===== src/rtl/seq_detector_param.sv =====
// Parametrised serial pattern detector.
// Each accepted bit is compared, together with the previous PATTERN_W-1
// accepted bits, against a run-time loadable pattern. A match gives a
// registered one-cycle pulse and bumps a saturating match counter.
// Detection can be overlapping or non-overlapping, chosen per cycle.
module seq_detector_param #(
    parameter int unsigned          PATTERN_W     = 4,
    parameter logic [PATTERN_W-1:0] RESET_PATTERN = 4'b1011,
    parameter int unsigned          CNT_W         = 8
) (
    input  logic                 clock,
    input  logic                 reset,
    input  logic                 sequence_in,
    input  logic                 valid_in,
    input  logic                 overlap_en,
    input  logic                 pattern_load,
    input  logic [PATTERN_W-1:0] pattern_in,
    input  logic                 count_clear,
    output logic                 detector_out,
    output logic [CNT_W-1:0]     match_count,
    output logic                 count_sat,
    output logic [PATTERN_W-1:0] pattern_out
);

    localparam int unsigned          FILL_W   = $clog2(PATTERN_W);
    localparam logic [FILL_W-1:0]    FILL_MAX = FILL_W'(PATTERN_W - 1);
    localparam logic [CNT_W-1:0]     CNT_MAX  = '1;

    logic [PATTERN_W-2:0] hist_q,    hist_d;
    logic [FILL_W-1:0]    fill_q,    fill_d;
    logic [PATTERN_W-1:0] pattern_q, pattern_d;
    logic [CNT_W-1:0]     count_q,   count_d;
    logic                 sat_q,     sat_d;
    logic                 det_q,     det_d;

    logic                 accept;
    logic [PATTERN_W-1:0] window;
    logic                 match;

    // A load takes priority: a bit presented on the load edge is dropped.
    assign accept = valid_in && !pattern_load;
    // The newest bit sits in the LSB; the oldest history bit in the MSB.
    assign window = {hist_q, sequence_in};
    // A match needs a full window of bits accepted since the last fill clear.
    assign match  = accept && (window == pattern_q) && (fill_q == FILL_MAX);

    // Next-state logic for history, fill level, pattern and match counter.
    always_comb begin
        // NOTE: every variable gets its hold value first so no path through
        // this block leaves it unassigned, which would infer a latch.
        hist_d    = hist_q;
        fill_d    = fill_q;
        pattern_d = pattern_q;
        count_d   = count_q;

        if (pattern_load) begin
            pattern_d = pattern_in;
            fill_d    = '0;
        end else if (accept) begin
            hist_d = window[PATTERN_W-2:0];
            if (match && !overlap_en) begin
                // Matched bits are consumed and cannot seed the next match.
                fill_d = '0;
            end else if (fill_q != FILL_MAX) begin
                fill_d = fill_q + FILL_W'(1);
            end
        end

        if (count_clear) begin
            count_d = match ? CNT_W'(1) : '0;
        end else if (match && (count_q != CNT_MAX)) begin
            count_d = count_q + CNT_W'(1);
        end

        sat_d = (count_d == CNT_MAX);
        det_d = match;
    end

    // State registers; reset discards any partial match in progress.
    always_ff @(posedge clock or negedge reset) begin
        if (!reset) begin
            hist_q    <= '0;
            fill_q    <= '0;
            pattern_q <= RESET_PATTERN;
            count_q   <= '0;
            sat_q     <= 1'b0;
            det_q     <= 1'b0;
        end else begin
            // NOTE: non-blocking assignments so every flop samples the
            // pre-edge values regardless of statement order.
            hist_q    <= hist_d;
            fill_q    <= fill_d;
            pattern_q <= pattern_d;
            count_q   <= count_d;
            sat_q     <= sat_d;
            det_q     <= det_d;
        end
    end

    assign detector_out = det_q;
    assign match_count  = count_q;
    assign count_sat    = sat_q;
    assign pattern_out  = pattern_q;

endmodule


===== config.mk =====
export PLATFORM = sky130hd
export DESIGN_NAME = seq_detector_param
export DESIGN_NICKNAME = d
export VERILOG_FILES = /design/src/rtl/seq_detector_param.sv
export SDC_FILE = /design/constraint.sdc
export NUM_CORES = 1
export LEC_CHECK = 0
export ABC_CLOCK_PERIOD_IN_PS = 2500
export CORE_MARGIN = 5
export CORE_UTILIZATION = 53
export CTS_CLUSTER_DIAMETER = 80
export CTS_CLUSTER_SIZE = 25
export DETAILED_ROUTE_END_ITERATION = 8
export GPL_TIMING_DRIVEN = 0
export PLACE_DENSITY = 0.83
export SETUP_SLACK_MARGIN = 0.2
export SLEW_MARGIN = 0
export SYNTH_ARGS = -nofsm -noshare
export SYNTH_HDL_FRONTEND = slang
export SYNTH_SLANG_ARGS = --single-unit

===== constraint.sdc =====
create_clock -name clock -period 2.5 [get_ports clock]
set_input_delay 0.5 -clock clock [delete_from_list [all_inputs] [get_ports clock]]
set_output_delay 0.5 -clock clock [all_outputs]
set_load 0.05 [all_outputs]

==> impl_metrics.toml <==
# flow metrics
[sta]
tns_ns = 0
worst_pin_slew_ns = 0.811
whs_ns = 0.491
setup_viol = 0
min_period_ns = 2.17
rsz0062_at_grt = "false"
fmax_mhz = 460
slew_headroom = 0.458

[run]
cap_violations = 0

[yosys]
seq_area_frac_synth = 0.427
fp_nets = 118
syn_inst = 105
yosysWarnings = 0
synth_top_area_share = 0.357
yosys_area_um2 = 1120
edf_count = 0
ys_cells = 105
async_reset_ff_frac = 1.00

[routing]
route.met2.wl_um = 1100
finalWirelength_um = 2340
viasPerCell = 5.86
drc = 0
highest_layer = "met4"
dr.first_iter.drc_count = 17

[cts]
cts_setup_buffers = 0
cts_buffers = 3
clkLatencyLatePin_ns = 0.30
cts_tree = "built"
cts-root-buf = "clkbuf_4"
hold_buffers = 0
clkTransAtPathRegs_ns = 0.10

[power_and_ir_drop]
ir_drop_mv = 0.399
power_density_nw_per_um2 = 455
p_total_uw = 638

[min_path]
hold_path.class = "input port to flip-flop"
hp-start = "pattern_load"
holdPathStages = 2
min_delay_worst_endpoint = "pattern_out[1]$_DFFE_PN1P_"

[worst_setup_path]
path_max_fanout = 3
crit_chain = "clkdlybuf4s50_1"
setup.worst_path.end_class = "output port"
r2r_cells = 7
r2r_start = "match_count[0]$_DFF_PN0_"
crit_path_start_kind = "flip-flop"
worstReg2RegEnd = "count_sat$_DFF_PN0_"
path_buffers = 1
crit_slowest_cell = "clkdlybuf4s50_1"

[place]
dpl.hpwl_um = 1760
place_inst = 154

[layout]
fin_cells = 158
area_growth_pct = 25.0
drive_gt1_frac = 0.198
final_area_um2 = 1400
utilization = 0.708
num_antenna_cells = 0

[floorplan]
die_w_um = 56.0
die-area_um2 = 3140
num_rows = 16
dieHeight_um = 56.0
ios = 25

[outcome]
status = "finished clean"

[grt]
gr-total-overflow = 0
grt_start_max_net_pins = 20
antenna_found_initial = 0
grt_pass1_vias = 946
[layout make-up]
class | count | area, µm² | area share
Inverter | 2 | 7.51 | 0.00535
Timing Repair Buffer | 22 | 220 | 0.157
Buffer | 7 | 48.8 | 0.0348
Multi-Input combinational cell | 77 | 587 | 0.418
Clock buffer | 4 | 26.3 | 0.0187
Sequential cell | 19 | 479 | 0.342
Tap cell | 27 | 33.8 | 0.0241
[routing by layer]
layer  track usage  vias to the layer above
met5             0                        -
met4        0.0881                        0
met3        0.0394                        4
met2         0.260                       42
met1         0.192                      440
li1              -                      440
[cell usage in the layout (no fill, tap or decap), types with 3 or more instances in the layout]
cell and count:
clkdlybuf4s50_1 22, nand3_1 5, and2_1 4, clkbuf_4 3, dfstp_2 3, nand2_1 3, mux2_2 7, nand2b_1 3
nand3b_1 3, buf_2 3, and3_1 3, xor2_1 6, nand4_1 10, dfrtp_1 16, nor2_1 5, a31oi_1 4
[worst max-delay path by stage]
stage,depth (start not counted),slack [ns],end
floorplan,7,0.40,count_sat$_DFF_PN0_
finish,1,0.33,pattern_out[1]
CTS,1,0.32,pattern_out[1]
detailed placement,8,0.25,fill_q[1]$_DFFE_PN0P_
global placement,7,0.30,fill_q[1]$_DFFE_PN0P_
global route,1,0.25,match_count[0]
[kinds of logic (layout without fill, tap and decap cells)]
group,count (synthesis),after routing,share of synthesized area
and+or+nand+nor,48,48,0.281
buffers and inverters,9,35,0.0502
adders and majority gates,2,2,0.0223
DFF,19,19,0.427
xor gates and xnor gates,8,8,0.0624
AOI/OAI and AO/OA,11,11,0.0780
muxes,8,8,0.0792
[where the power goes]
part	internal (mW)	total (mW)	switching [mW]
clock	0.0622	0.156	0.0938
sequential	0.332	0.349	0.0167
combinational	0.0614	0.133	0.0720
total	0.456	0.638	0.183
Signal wires by layer:
Drawn at 4 px/µm.
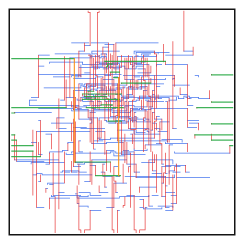
- met4: orange (wire length 50.3 µm)
- met2: red (wire length 1,100 µm)
- met3: green (wire length 174 µm)
- met1: blue (wire length 1,010 µm)

Routed clock nets over the placement:
Drawn at 6 px/µm.
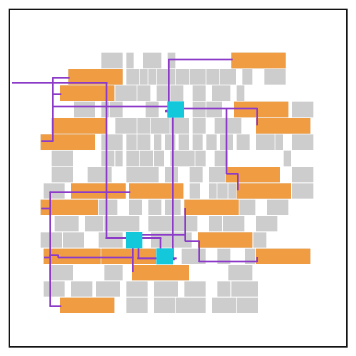
- flip-flops: orange (count 19)
- cells driving clock nets: cyan (count 3)
- clock wires: purple (length 265 µm)
- routed clock nets: 4

Register map, names as in the netlist:
Drawn at 4 px/µm. Other sequential cells in the stronger gray, the rest of the logic in the fainter gray.
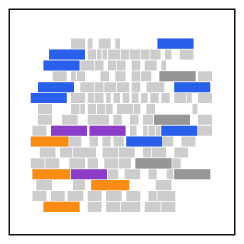
- hist_q: purple (flops 3)
- match_count: blue (flops 8)
- pattern_out: orange (flops 4; where lower left)
- not colored: 4

Routing congestion map:
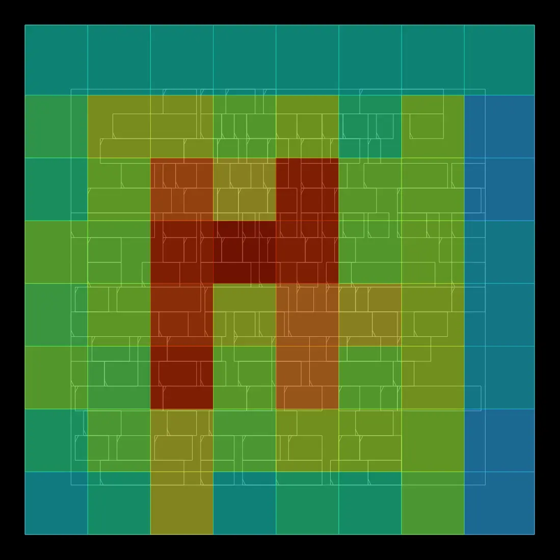
post-DR wirelength/cell: 14.8 µm
met2 global-route usage: 0.260

The metal 3 layer:
Drawn at 4 px/µm. Cells faint in the background.
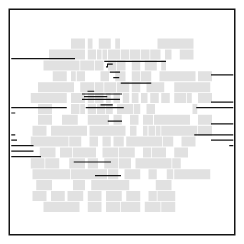
- wire length on this layer: 174 µm
- share of all routed wire: 7.4%

Power is estimated from default activity; no workload was simulated.
